$ cat src/rtl/memory_pkg.sv
// Shared widths and types for the single-port scratch RAM.
// Defaults give a 32-word by 3-bit store.
package memory_pkg;

    localparam int MEM_DATA_W = 3;
    localparam int MEM_ADDR_W = 5;
    localparam int MEM_DEPTH  = 2 ** MEM_ADDR_W;

    typedef logic [MEM_DATA_W-1:0] data_t;
    typedef logic [MEM_ADDR_W-1:0] addr_t;

endpackage : memory_pkg

$ cat src/rtl/memory.sv
// Single-port synchronous RAM with a shared read/write address and a registered,
// write-first output. A synchronous reset clears both the array and the output.
module memory
    import memory_pkg::*;
#(
    parameter int DATA_W = MEM_DATA_W,
    parameter int ADDR_W = MEM_ADDR_W
) (
    input  logic              clk,
    input  logic              reset,
    input  logic              write,
    input  logic [DATA_W-1:0] data_in,
    input  logic [ADDR_W-1:0] addr,
    output logic [DATA_W-1:0] data_out
);

    localparam int DEPTH = 2 ** ADDR_W;

    logic [DATA_W-1:0] mem_r [DEPTH];
    logic [DATA_W-1:0] data_out_r;

    // Storage and output register: reset beats write, write beats read.
    always_ff @(posedge clk) begin
        if (reset) begin
            mem_r      <= '{default: {DATA_W{1'b0}}};
            data_out_r <= {DATA_W{1'b0}};
        end else if (write) begin
            mem_r[addr] <= data_in;
            data_out_r  <= data_in;
        end else begin
            data_out_r <= mem_r[addr];
        end
    end

    assign data_out = data_out_r;

endmodule : memory

$ cat config.mk
export PLATFORM = sky130hd
export DESIGN_NAME = memory
export DESIGN_NICKNAME = d
export VERILOG_FILES = /design/src/rtl/memory_pkg.sv /design/src/rtl/memory.sv
export SDC_FILE = /design/constraint.sdc
export NUM_CORES = 1
export LEC_CHECK = 0
export ABC_AREA = 1
export CORE_MARGIN = 2
export CORE_UTILIZATION = 35
export CTS_CLUSTER_SIZE = 12
export DETAILED_ROUTE_END_ITERATION = 8
export DONT_BUFFER_PORTS = 1
export SYNTH_ARGS = -nofsm -noshare
export SYNTH_HDL_FRONTEND = slang
export SYNTH_SLANG_ARGS = --single-unit
export TNS_END_PERCENT = 10
$ cat constraint.sdc
create_clock -name clk -period 1.65 [get_ports clk]
set_input_delay 0.165 -clock clk [delete_from_list [all_inputs] [get_ports clk]]
set_output_delay 0.165 -clock clk [all_outputs]
set_load 0.01 [all_outputs]
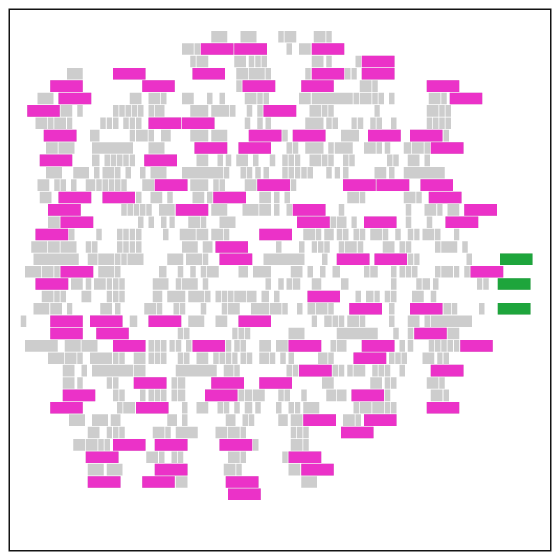
Fig. 1. Sequential cells grouped by signal name.
- magenta: `mem_r` (placed flops 96; where all over the die)
- green: `data_out` (placed flops 3)
post-layout util: 0.4266
Seq. pwr: 2.44 mW
flop share of the area: 0.3651
Flop area: 1982 um^2

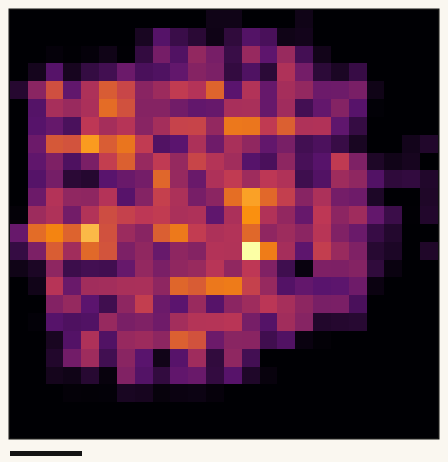
Fig. 2. Wiring heat map.
Bar = 20 um. 24 x 24 tiles, from black (low) to pale yellow (high), scaled to the fullest tile. Values are wire area over tile area, all layers added.
- nearly empty tiles: 34%
- mean over tiles: 0.13
- emptiest ninth of the die: lower right
- tiles over half the peak: 10%
- densest ninth of the die: centre
- fullest tile: 0.61
Routed WL per cell: 14.23 um
routed vias: 4168
DRT Wirelength: 12.07 mm
GR Util All Layers: 0.1813

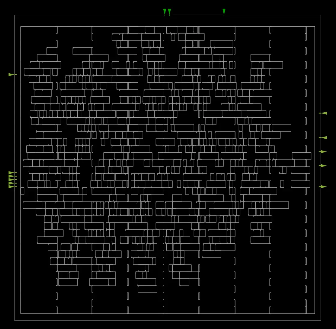
Fig. 3. Cell outlines without signal wires.
n_taps: 172
Filler cells: 1364
Rows: 41
Final Non-Filler Cells: 848
core area: 12720 um^2

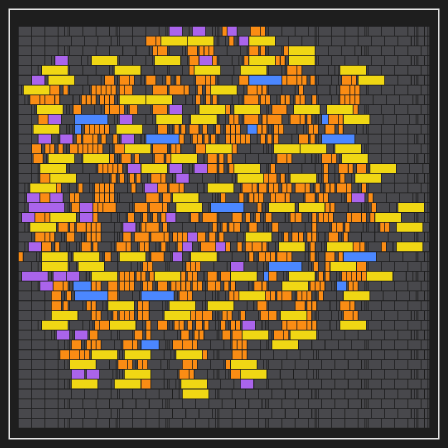
Fig. 4. Placed cells, one colour a class.
Fill, decap, tap and diode cells in grey.
- blue: clock drivers and dummy loads (cells 16; share of their area 5.4%)
- orange: all other logic (cells 518; share of their area 48%)
- purple: other buffers and delay cells (cells 43; share of their area 8.4%)
- yellow: flip-flops (cells 99; share of their area 38%)
Finished Cell Area: 5428 um^2

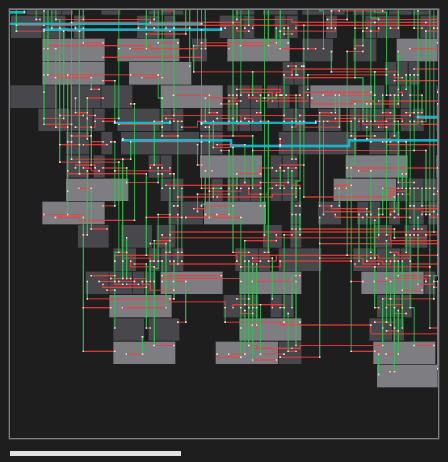
Fig. 5. Layout detail.
Bar = 20 um. Region (5, 5) to (55, 55) um. Cells in grey, sequential cells in the stronger grey; small squares are vias.
- cyan: met3
- green: met2
- red: met1
- netlist names of flops here include: `mem_r` (23)
- most frequent: nand2_1 (44), nor2_1 (23), dfxtp_1 (23)
- sequential cells in the window: 23
- cells with their middle in the window: 142

==> Changelog: implementation <==
### Physical design

* Slew @ Worst Pin at 0.5164 ns
* DP Worst Slack at 0.2901 ns
* Clock buffer count at 12
* Initial antenna violation count at 0
* Area delta synth->final at 17.78%
* Setup TNS at 0 ns
* AO/OA Area Share at 0.1607
* Power Density at 877.3 nW/um^2
* Tool warnings at 26
* Leading area contributor after synthesis: dfxtp_1
* DRC Markers at 0
* CP Capture Type: flip-flop
* Largest net degree at the start of global routing at 67
* Data buffer area share at 0.08114
* Critical path class: input pin to flip-flop
* Number of hold buffers added after cts at 35
* GR Util met1 at 0.2379
* Die area at 14100 um^2
* GRT overflow at 0
* CP Data Required Time at 1.94 ns
* Reg clk slew, reported paths at 0.06 ns
* DP HPWL at 7.233 mm
* Floorplan Nets at 662
* Routed wl met3 at 576 um
* P_clk at 2.01 mW
* Signal buffers at 43
* Int Pwr at 3.615 mW
* Result of the run: finished clean
* Chip Area, Yosys at 4608 um^2
* Biggest Area Class: multi-input combinational cells
* Io pins at 14
* Yosys cell types at 18
* Floorplan Utilization at 0.3622
* WP data arrival at 1.87 ns
* Final min period at 1.583 ns
* Die Height at 118.7 um
* Mux area share at 0
* Achievable Freq at 631.6 MHz
* Switching Share at 0.2407
* HP Class: input pin to flip-flop
* Top cell excl fill/tap: nand2_1
* Seq_cells at 99
* GPL Wtd Cong at 0.7640
* Endpoints failing setup at 0
* TritonCTS Buffers at 9
* YS warnings at 0
* Antenna cells at 0
* Placed Area at 4761 um^2
* Number of enable flip-flop cells at 0
* Slowest-stage cell, CP: dlygate4sd3_1
* Fin Hold WS at 0.01851 ns
* Met3 Track Usage GR at 0.05116
* Yosys top cell by instances: nand2_1
* Startpoint Class: input pin
* Syn avg cell area at 7.079 um^2
* Dominant comb cell: simple AND/OR/NAND/NOR gates
* Dominant cell type by count on the critical path: nor2_1
* Final #Nets at 682
* Busiest layer in global routing: met2
* CTS tree: built
* Max-slew headroom at 0.6538
* Fraction of area in multi-input gates at 0.4456
* Peak VDD IR at 553.7 uV
* CP Max Fanout at 45
* Top Layout Cells: nand2_1 (234), nor2_1 (107), dfxtp_1 (99), a211oi_1 (96), dlygate4sd3_1 (34)
* Cell count in the Yosys report at 651
* Adder Area Share at 0
* Xor/xnor share at 0
## kinds of logic after synthesis
group / count (synthesis)
flops: 99
buf+inv: 58
compound gates: 100
simple gates: 394
## final timing paths
path                          startpoint                endpoint  slack (ns)  cells after the start
setup / recovery                 addr[0]  mem_r[93]$_SDFFE_PP0P_        0.07                      6
hold reg to reg   mem_r[29]$_SDFFE_PP0P_  mem_r[29]$_SDFFE_PP0P_        0.49                      2
setup reg to reg  mem_r[93]$_SDFFE_PP0P_  mem_r[93]$_SDFFE_PP0P_        0.40                      3
hold / removal                     write  data_out[1]$_SDFF_PP0_        0.02                      3
## registers in the layout (all words and copies together) (netlist names)
name and count:
data_out 3, mem_r 96
## critical path: cells and delay by family
kind                   cells  cell delay [ns]
and+or+nand+nor            4             0.88
buffers and inverters      1             0.59
AOI/OAI and AO/OA          1             0.22
Power figures rest on the tool's default switching activity, not on a simulated workload.
